`config.mk`:
```
export PLATFORM = sky130hd
export DESIGN_NAME = quant_subtractor_pipe
export DESIGN_NICKNAME = d
export VERILOG_FILES = /design/src/rtl/quant_pkg.sv /design/src/rtl/quant_mag_sat.sv /design/src/rtl/quant_subtractor_pipe.sv
export SDC_FILE = /design/constraint.sdc
export NUM_CORES = 1
export LEC_CHECK = 0
export CORE_MARGIN = 2
export CORE_UTILIZATION = 40
export DETAILED_ROUTE_END_ITERATION = 10
export PLACE_DENSITY_LB_ADDON = 0.1
export SLEW_MARGIN = 40
export SYNTH_ARGS = -nofsm -noshare
export SYNTH_HDL_FRONTEND = slang
export SYNTH_SLANG_ARGS = --single-unit
```
`constraint.sdc`:
```
create_clock -name clk -period 4.55 [get_ports clk]
set_input_delay 0.6825 -clock clk [delete_from_list [all_inputs] [get_ports clk]]
set_output_delay 0.6825 -clock clk [all_outputs]
set_load 0.02 [all_outputs]
```
`src/rtl/quant_pkg.sv`:
```
// Shared quantizer/dequantizer defaults: datapath widths and the output code type.
package quant_pkg;

    localparam int WWIDTH   = 32;
    localparam int WWIDTH_H = 20;
    localparam int CODE_W   = 16;
    localparam int SHW      = 5;

    typedef logic [CODE_W-1:0] code_t;

endpackage

```
`src/rtl/quant_mag_sat.sv`:
```
// Combinational sign/magnitude split, step-exponent right shift and saturation to a code.
module quant_mag_sat #(
    parameter int W      = quant_pkg::WWIDTH,
    parameter int CODE_W = quant_pkg::CODE_W,
    parameter int SHW    = quant_pkg::SHW
) (
    input  logic [W-1:0]      diff,
    input  logic [SHW-1:0]    shift,
    output logic [CODE_W-1:0] code,
    output logic              sign,
    output logic              sat
);

    logic [W-1:0] mag;
    logic [W-1:0] q;
    logic [W:0]   q_ext;
    logic [W:0]   code_lim;

    assign sign = diff[W-1];
    // -2^(W-1) negates to itself, which reads correctly as an unsigned magnitude.
    assign mag  = sign ? (~diff + W'(1)) : diff;
    // A logical shift by W or more already yields zero.
    assign q    = mag >> shift;

    assign q_ext    = {1'b0, q};
    assign code_lim = (W + 1)'(1) << CODE_W;
    assign sat      = (q_ext >= code_lim);
    assign code     = sat ? '1 : q[CODE_W-1:0];

endmodule

```
`src/rtl/quant_subtractor_pipe.sv`:
```
// Three-stage quantizer front end: split subtract with registered carry, then abs/shift/saturate.
module quant_subtractor_pipe #(
    parameter int WWIDTH   = quant_pkg::WWIDTH,
    parameter int WWIDTH_H = quant_pkg::WWIDTH_H,
    parameter int CODE_W   = quant_pkg::CODE_W,
    parameter int SHW      = quant_pkg::SHW
) (
    input  logic              clk,
    input  logic              rst,
    input  logic              in_valid,
    output logic              in_ready,
    input  logic [WWIDTH-1:0] Sample,
    input  logic [WWIDTH-1:0] Mid,
    input  logic [SHW-1:0]    shift,
    output logic              out_valid,
    input  logic              out_ready,
    output logic [CODE_W-1:0] code,
    output logic              sign,
    output logic              sat
);

    localparam int H  = WWIDTH_H;
    localparam int HI = WWIDTH - WWIDTH_H;

    logic adv;

    logic          v1;
    logic [H:0]    lo_r;
    logic [HI-1:0] s_hi_r;
    logic [HI-1:0] nm_hi_r;
    logic [SHW-1:0] sh1_r;

    logic              v2;
    logic [WWIDTH-1:0] diff_r;
    logic [SHW-1:0]    sh2_r;

    logic [H:0]        lo_nxt;
    logic [HI-1:0]     hi_nxt;
    logic [CODE_W-1:0] code_nxt;
    logic              sign_nxt;
    logic              sat_nxt;

    // Whole pipe advances together; a stalled output freezes every stage.
    assign adv      = !out_valid || out_ready;
    assign in_ready = adv;

    assign lo_nxt = {1'b0, Sample[H-1:0]} + {1'b0, ~Mid[H-1:0]} + (H + 1)'(1);
    assign hi_nxt = s_hi_r + nm_hi_r + HI'(lo_r[H]);

    always_ff @(posedge clk or posedge rst) begin
        if (rst) begin
            v1      <= 1'b0;
            lo_r    <= '0;
            s_hi_r  <= '0;
            nm_hi_r <= '0;
            sh1_r   <= '0;
        end else if (adv) begin
            v1      <= in_valid;
            lo_r    <= lo_nxt;
            s_hi_r  <= Sample[WWIDTH-1:H];
            nm_hi_r <= ~Mid[WWIDTH-1:H];
            sh1_r   <= shift;
        end
    end

    always_ff @(posedge clk or posedge rst) begin
        if (rst) begin
            v2     <= 1'b0;
            diff_r <= '0;
            sh2_r  <= '0;
        end else if (adv) begin
            v2     <= v1;
            diff_r <= {hi_nxt, lo_r[H-1:0]};
            sh2_r  <= sh1_r;
        end
    end

    quant_mag_sat #(
        .W      (WWIDTH),
        .CODE_W (CODE_W),
        .SHW    (SHW)
    ) u_mag_sat (
        .diff  (diff_r),
        .shift (sh2_r),
        .code  (code_nxt),
        .sign  (sign_nxt),
        .sat   (sat_nxt)
    );

    always_ff @(posedge clk or posedge rst) begin
        if (rst) begin
            out_valid <= 1'b0;
            code      <= '0;
            sign      <= 1'b0;
            sat       <= 1'b0;
        end else if (adv) begin
            out_valid <= v2;
            code      <= code_nxt;
            sign      <= sign_nxt;
            sat       <= sat_nxt;
        end
    end

endmodule
```
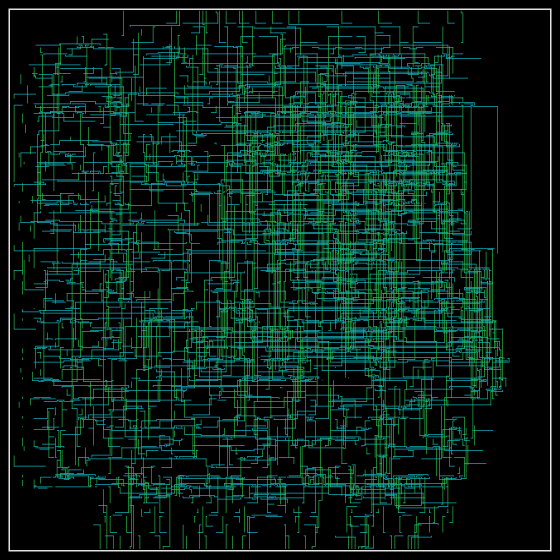
Figure 1: run 1, routed metal, one color a layer.
Two of the layers only.
met1: marked cyan, wire length 11500 um. met2: marked green, wire length 10700 um.
combined global-route utilization of all metal layers: 21.72%
Total Wirelength: 23910 um

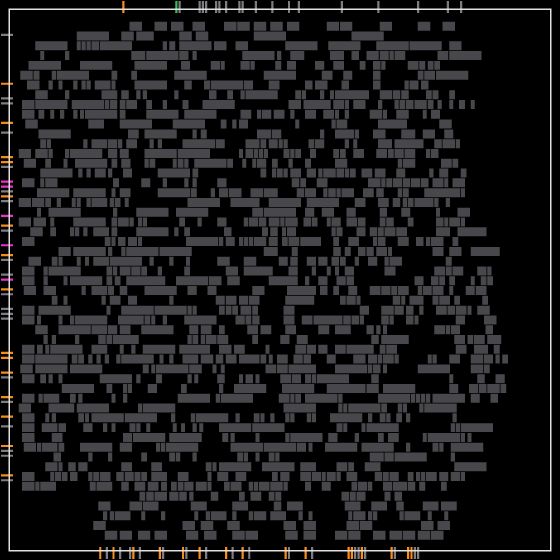
Figure 2: run 1, pin placement.
Pins as bars across the die edge, other pins in gray.
Mid: marked orange, pins 32, direction input, edge 16 bottom, 15 left, 1 top. shift: marked magenta, pins 5, direction input, edge left. out_valid: marked green, pins 1, direction output, edge top.
All pins by edge: 40 left, 33 bottom, 20 top.
I/O Buffers: 92
horizontal extent of the die: 150.0 um
die height: 150.0 um

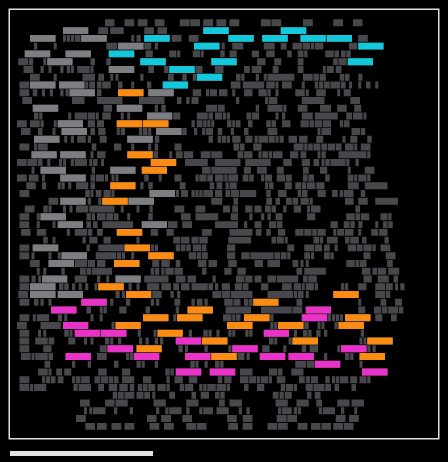
Figure 3: run 1, sequential cells colored by netlist name.
The bar under the picture is 50 um long. Other sequential cells in the stronger gray, the rest of the logic in the fainter gray.
diff_r: marked orange, placed flops 32. code: marked cyan, placed flops 16, where top center. lo_r: marked magenta, placed flops 21.
Another 39 sequential cells are not colored.
sequential power: 1.80 mW
final core occ: 47.76%
Register Area: 2703 um^2

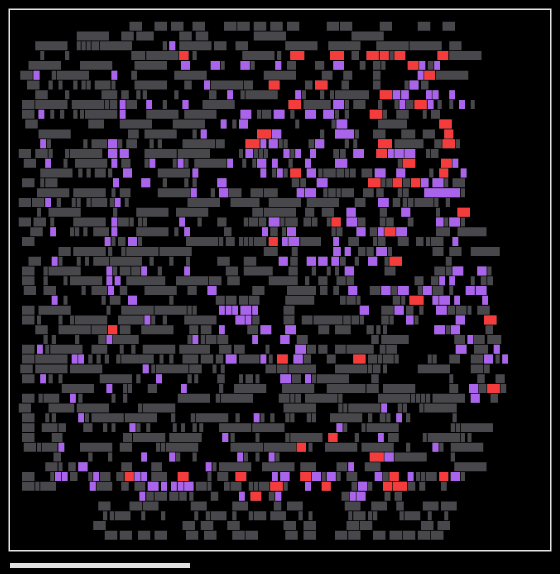
Figure 4: run 1, selected gate families.
The bar under the picture is 50 um long.
AND-OR and OR-AND gates: marked red, cells 54. inverting AOI/OAI gates: marked purple, cells 228, where widely spread.
most frequent standard cell in the layout excluding fill and tap cells: sky130_fd_sc_hd__nand2_1
Comb/total area: 52.97%
post-route insts no fill: 1373

==> impl_metrics.xml, run 1 <==
<?xml version="1.0" encoding="UTF-8"?>
<metrics>
  <group name="yosys">
    <metric name="synthFlopType" unit="">sky130_fd_sc_hd__dfrtp_1</metric>
    <metric name="synth_async_sr_flop_share" unit="%">100.0</metric>
    <metric name="syn_area_per_cell" unit="um^2">8.178</metric>
    <metric name="adder_share" unit="%">5.252</metric>
    <metric name="post_synth_inst_count" unit="">1043</metric>
  </group>
  <group name="setup_path">
    <metric name="critical_path.endpoint" unit="">code[1]</metric>
    <metric name="crit_path_end_kind" unit="">flip-flop</metric>
    <metric name="cpMostUsedCell" unit="">sky130_fd_sc_hd__a311oi_1</metric>
    <metric name="crit_arrival" unit="ns">4.29</metric>
    <metric name="r2r_cells" unit="">11</metric>
    <metric name="critical_path.reg2reg.startpoint" unit="">diff_r[22]</metric>
  </group>
  <group name="final_layout">
    <metric name="flop-count" unit="">108</metric>
    <metric name="fin_nets" unit="">1201</metric>
    <metric name="seq_share" unit="%">27.00</metric>
    <metric name="nonClkBufAreaFrac" unit="%">11.26</metric>
    <metric name="largestRegisters" unit="">diff_r (32), lo_r (21), code (16)</metric>
  </group>
  <group name="route">
    <metric name="met1Wirelength" unit="um">11520</metric>
    <metric name="wire_per_inst" unit="um">17.41</metric>
    <metric name="postRouteAntennaNets" unit="">0</metric>
  </group>
  <group name="clock_tree">
    <metric name="cts-root-buf" unit="">sky130_fd_sc_hd__clkbuf_16</metric>
    <metric name="worst_skew_pair.late_latency" unit="ns">0.35</metric>
  </group>
  <group name="outcome">
    <metric name="run_status" unit="">finished clean</metric>
  </group>
  <group name="power_and_ir_drop">
    <metric name="post-layout-total-power" unit="mW">7.075</metric>
    <metric name="comb_power_share" unit="%">62.0</metric>
  </group>
  <group name="sta">
    <metric name="timing.hold.ws" unit="ns">0.4624</metric>
  </group>
</metrics>
Figure 5. Clock nets (run 1).
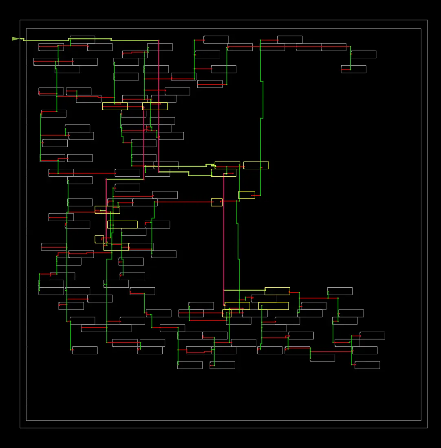

## Run 2: what changed since run 1
CORE_UTILIZATION = 35   (was 40)
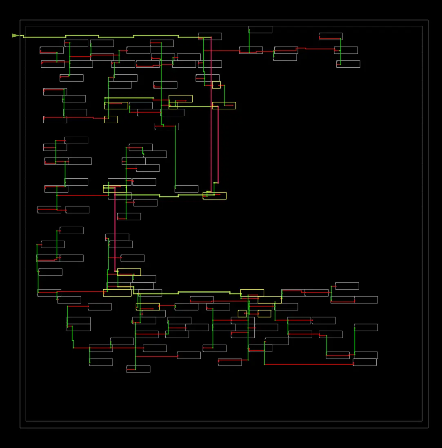
Figure 6: run 2, clock nets.
Clock Sink Count: 108
Power Clock: 0.827 mW
Worst-Skew Late Latency: 0.35 ns
number of CTS-inserted buffers: 9

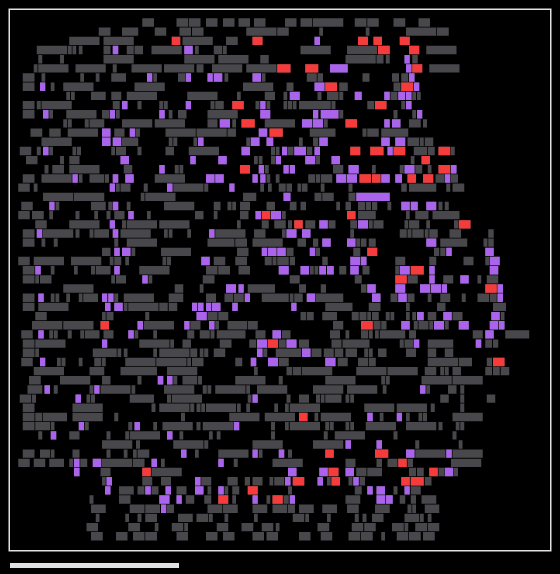
Figure 7: run 2, selected gate families.
The bar under the picture is 50 um long.
inverting AOI/OAI gates: marked purple, cells 228. AND-OR and OR-AND gates: marked red, cells 54.
Comb/total area: 52.52%
post-route insts no fill: 1428

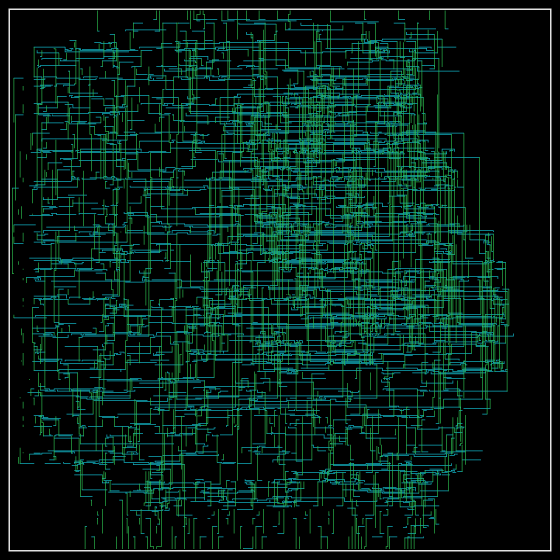
Figure 8: run 2, routed metal, one color a layer.
Two of the layers only.
met2: marked green, wire length 10900 um. met1: marked cyan, wire length 11900 um.
combined global-route utilization of all metal layers: 19.52%
Via Count: 7843
Total Wirelength: 24600 um
final routed wire length divided by cell count: 17.23 um

==> impl_metrics.xml, run 2 <==
<?xml version="1.0" encoding="UTF-8"?>
<metrics>
  <group name="setup_path">
    <metric name="critical_path.reg2reg.startpoint" unit="">diff_r[2]</metric>
    <metric name="crit_arrival" unit="ns">4.32</metric>
    <metric name="critical_path.endpoint" unit="">code[4]</metric>
    <metric name="r2r_cells" unit="">11</metric>
    <metric name="crit_path_end_kind" unit="">flip-flop</metric>
  </group>
  <group name="yosys">
    <metric name="synth_async_sr_flop_share" unit="%">100.0</metric>
    <metric name="syn_area_per_cell" unit="um^2">8.178</metric>
    <metric name="adder_share" unit="%">5.252</metric>
  </group>
  <group name="placement">
    <metric name="portBuffers" unit="">92</metric>
  </group>
  <group name="final_layout">
    <metric name="nonClkBufAreaFrac" unit="%">11.67</metric>
    <metric name="utilization" unit="%">41.98</metric>
    <metric name="fin_nets" unit="">1207</metric>
    <metric name="regArea" unit="um^2">2703</metric>
    <metric name="seq_share" unit="%">26.71</metric>
    <metric name="flop-count" unit="">108</metric>
  </group>
  <group name="outcome">
    <metric name="run_status" unit="">finished clean</metric>
  </group>
  <group name="clock_tree">
    <metric name="cts-root-buf" unit="">sky130_fd_sc_hd__clkbuf_16</metric>
  </group>
  <group name="route">
    <metric name="met1Wirelength" unit="um">11920</metric>
    <metric name="postRouteAntennaNets" unit="">0</metric>
  </group>
  <group name="floorplanning">
    <metric name="chipHeight" unit="um">160.1</metric>
    <metric name="die-width" unit="um">160.1</metric>
  </group>
  <group name="power_and_ir_drop">
    <metric name="comb_power_share" unit="%">63.5</metric>
    <metric name="post-layout-total-power" unit="mW">7.081</metric>
  </group>
</metrics>
Power and IR drop assume default switching activity.
